`src/rtl/inv_mix_columns_seq.sv`:
```
// ============================================================================
// inv_mix_columns_seq : iterative AES InvMixColumns, NUM_LANES columns/cycle
// Rev 1.0 - initial release
// ============================================================================
`default_nettype none

module inv_mix_columns_seq #(
  parameter int NUM_LANES = 1
) (
  input  logic         clk,
  input  logic         rst,
  input  logic         in_valid,
  output logic         in_ready,
  input  logic [127:0] in_state,
  output logic         out_valid,
  input  logic         out_ready,
  output logic [127:0] out_state
);

  if (!(NUM_LANES == 1 || NUM_LANES == 2 || NUM_LANES == 4)) begin : g_bad_lanes
    $error("inv_mix_columns_seq: NUM_LANES must be 1, 2 or 4");
  end

  typedef enum logic [1:0] {
    IDLE = 2'd0,
    BUSY = 2'd1,
    DONE = 2'd2
  } state_e;

  // A lane count of 4 truncates to 0, so the 2-bit counter simply stays at 0.
  localparam logic [1:0] LANE_STEP = 2'(NUM_LANES);

  state_e       state_q;
  logic [1:0]   col_q;
  logic [127:0] data_q;
  logic [127:0] data_d;
  logic         in_ready_q;
  logic         out_valid_q;
  logic         last_grp;
  logic [31:0]  cols_cur [4];
  logic [31:0]  cols_d   [4];
  logic [1:0]   idx;

  function automatic logic [7:0] xtime(input logic [7:0] x);
    return {x[6:0], 1'b0} ^ (x[7] ? 8'h1b : 8'h00);
  endfunction

  function automatic logic [31:0] inv_mix_col(input logic [31:0] col);
    logic [7:0] a [4];
    logic [7:0] x2 [4];
    logic [7:0] x4 [4];
    logic [7:0] x8 [4];
    logic [7:0] m9 [4];
    logic [7:0] mb [4];
    logic [7:0] md [4];
    logic [7:0] me [4];
    logic [7:0] b0, b1, b2, b3;
    for (int i = 0; i < 4; i++) begin
      a[i]  = col[31-8*i -: 8];
      x2[i] = xtime(a[i]);
      x4[i] = xtime(x2[i]);
      x8[i] = xtime(x4[i]);
      m9[i] = x8[i] ^ a[i];
      mb[i] = x8[i] ^ x2[i] ^ a[i];
      md[i] = x8[i] ^ x4[i] ^ a[i];
      me[i] = x8[i] ^ x4[i] ^ x2[i];
    end
    b0 = me[0] ^ mb[1] ^ md[2] ^ m9[3];
    b1 = m9[0] ^ me[1] ^ mb[2] ^ md[3];
    b2 = md[0] ^ m9[1] ^ me[2] ^ mb[3];
    b3 = mb[0] ^ md[1] ^ m9[2] ^ me[3];
    return {b0, b1, b2, b3};
  endfunction

  // Only the current column group is rewritten; the rest pass through.
  always_comb begin
    idx = 2'd0;
    for (int c = 0; c < 4; c++) begin
      cols_cur[c] = data_q[127-32*c -: 32];
      cols_d[c]   = cols_cur[c];
    end
    for (int l = 0; l < NUM_LANES; l++) begin
      idx         = col_q + 2'(l);
      cols_d[idx] = inv_mix_col(cols_cur[idx]);
    end
    data_d = {cols_d[0], cols_d[1], cols_d[2], cols_d[3]};
  end

  assign last_grp = ((3'(col_q) + 3'(NUM_LANES)) == 3'd4);

  always_ff @(posedge clk) begin
    if (rst) begin
      state_q     <= IDLE;
      col_q       <= 2'd0;
      data_q      <= '0;
      in_ready_q  <= 1'b1;
      out_valid_q <= 1'b0;
    end else begin
      case (state_q)
        IDLE: begin
          if (in_valid) begin
            data_q     <= in_state;
            col_q      <= 2'd0;
            state_q    <= BUSY;
            in_ready_q <= 1'b0;
          end
        end
        BUSY: begin
          data_q <= data_d;
          col_q  <= col_q + LANE_STEP;
          if (last_grp) begin
            state_q     <= DONE;
            out_valid_q <= 1'b1;
          end
        end
        DONE: begin
          if (out_ready) begin
            state_q     <= IDLE;
            out_valid_q <= 1'b0;
            in_ready_q  <= 1'b1;
          end
        end
        default: begin
          state_q     <= IDLE;
          in_ready_q  <= 1'b1;
          out_valid_q <= 1'b0;
        end
      endcase
    end
  end

  assign in_ready  = in_ready_q;
  assign out_valid = out_valid_q;
  assign out_state = data_q;

endmodule

`default_nettype wire

```
`config.mk`:
```
export PLATFORM = sky130hd
export DESIGN_NAME = inv_mix_columns_seq
export DESIGN_NICKNAME = d
export VERILOG_FILES = /design/src/rtl/inv_mix_columns_seq.sv
export SDC_FILE = /design/constraint.sdc
export NUM_CORES = 1
export LEC_CHECK = 0
export CORE_UTILIZATION = 35
export CTS_BUF_LIST = sky130_fd_sc_hd__clkbuf_4 sky130_fd_sc_hd__clkbuf_8
export DETAILED_ROUTE_END_ITERATION = 16
export GPL_TIMING_DRIVEN = 0
export HOLD_SLACK_MARGIN = 0.02
export PLACE_DENSITY = 0.69
export REMOVE_ABC_BUFFERS = 1
export SETUP_SLACK_MARGIN = 0.4
export SLEW_MARGIN = 20
export SYNTH_ARGS = -nofsm -noshare
export SYNTH_HDL_FRONTEND = slang
export SYNTH_SLANG_ARGS = --single-unit
```
`constraint.sdc`:
```
create_clock -name clk -period 3.7 [get_ports clk]
set_input_delay 0.74 -clock clk [delete_from_list [all_inputs] [get_ports clk]]
set_output_delay 0.74 -clock clk [all_outputs]
set_load 0.005 [all_outputs]
```
==> qor.csv <==
stage,metric,value,unit
status,outcome,"complete, no violations",
worst_setup_path,reg2reg path depth,9,
final_timing,final period utilization,88.75,%
cts,Clock Latency Late Sink,460,ps
synthesis,dominant cells by area after synthesis,"dfxtp_1 31%, xnor2_1 9.9%, xnor3_1 9.1%, a221oi_1 8.5%, mux4_2 7.8%",
worst_setup_path,Most common cell on crit path,xnor3_2,
worst_hold_path,HP Class,flip-flop to flip-flop,
job,Max Cap Violations,0,
detailed_routing,initial DRC count,654,
worst_setup_path,worst reg2reg setup slack,420,ps
worst_setup_path,Max Fanout on Critical Path,10,
detailed_routing,WL/cell,22.58,µm
cts,hold_buf cts,0,
final_timing,Max Slew Vio Count,0,
place,dpl ws,-128.5,ps
synthesis,Top cell area share,31.02,%
detailed_routing,Remaining DRCs,0,
synthesis,Post-synth top cells,"134 x dfxtp_1, 132 x nor2_1, 98 x xnor2_1, 88 x nor3_1, 84 x a221oi_1",
place,I/O Buffers,261,
synthesis,sequential fraction of the synthesis area,31.02,%
cts,"Setup Fix Bufs, Post-CTS",18,
cts,Max clock buf depth,2,
grt,grt total ovfl,0,
worst_setup_path,Worst R2R Start,col_q[0]$_SDFFE_PP0P_,
detailed_routing,via density per instance,5.695,
power_and_ir_drop,PD cells,908.3,mW/mm²
final_layout,Layout Cells excl Fill,1477,
synthesis,ys async rst share,0,%
job,tool warnings,30,
cts,TritonCTS sink count,134,
worst_setup_path,critical path class,flip-flop to flip-flop,
grt,first-pass GRT wire length,49.30,mm
final_timing,RSZ-0062 raised after global routing,yes,
detailed_routing,met3 WL post-DR,2.662,mm
worst_setup_path,CP peak stage delay,630,ps
place,placed cell area,0.01158,mm²
worst_setup_path,CP Depth,9,
final_layout,nets@finish,1276,
logic make-up after synthesis:
family / Yosys count / share of synthesized area (%)
xor+xnor: 179 / 25.88
simple gates: 240 / 12.01
flops: 134 / 31.02
fa+ha+maj: 4 / 0.5787
buf+inv: 90 / 4.687
compound gates: 211 / 17.40
mux: 32 / 8.420
report_power, final:
part | total [µW] | internal, µW | switching [µW]
clock network | 1400 | 768 | 633
logic | 8460 | 4090 | 4370
registers | 1780 | 1620 | 156
state kept, by name, indices dropped and copies added, names as in the netlist:
name and count:
state_q 2, out_valid 1, in_ready 1, col_q 2
out_state 128
layout make-up:
cell class                 count  area (µm²)
timing repair buffer         319        3293
multi-input combinational    666        5973
inverter                       2       7.507
sequential                   134        2690
clock buffer                  20       262.8
clock inverter                12       178.9
fill                        2143       11440
tap                          324       405.4
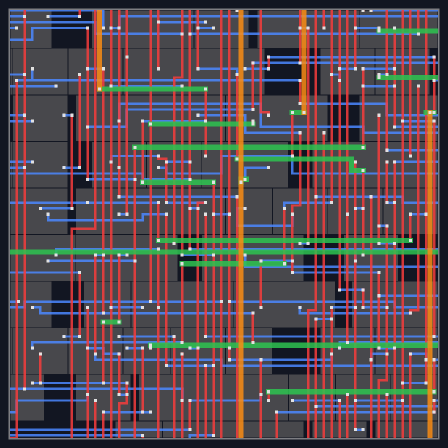
**Above:** zoomed window.
Region (67, 67) to (92, 92) µm. Cells in gray, sequential cells in the stronger gray; small squares are vias.
- M1: blue
- M3: green
- M2: red
- M4: orange
- cells with their middle in the window: 42
- sequential cells in the window: 0
- most frequent: xnor2_1 (17), xnor2_2 (8), buf_4 (5)

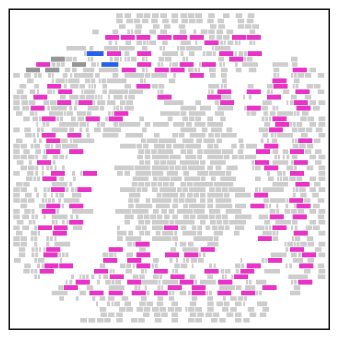
**Above:** sequential cells colored by netlist name.
(2 px per µm) Other sequential cells in the stronger gray, the rest of the logic in the fainter gray.
- `col_q`: blue (flops 2)
- `out_state`: magenta (flops 128; where widely spread)
- not colored: 4

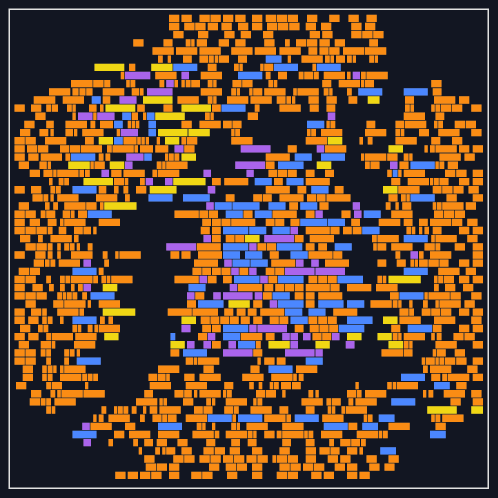
**Above:** sizing map.
(3 px per µm)
- x3 and x4: purple (cells 68; share 5.9%; most used buf_4)
- x6 and larger: yellow (cells 38; share 3.3%; most used clkbuf_8)
- x1 and smaller: orange (cells 953; share 83%; most used clkdlybuf4s50_1)
- x2: blue (cells 94; share 8.2%; most used mux4_2)
cell area after layout: 0.01281 mm²
nonclk buf count: 319
final setup margin: 416.3 ps
area delta synth->final: 48.13%

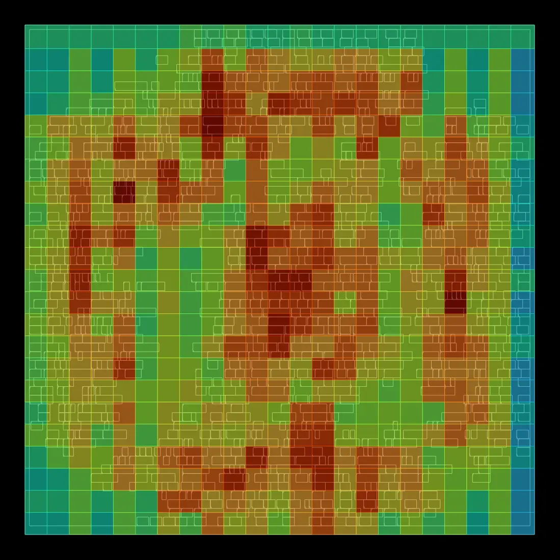
**Above:** congestion heat map.
met1 Use GR: 33.60%
final core utilization: 52.83%

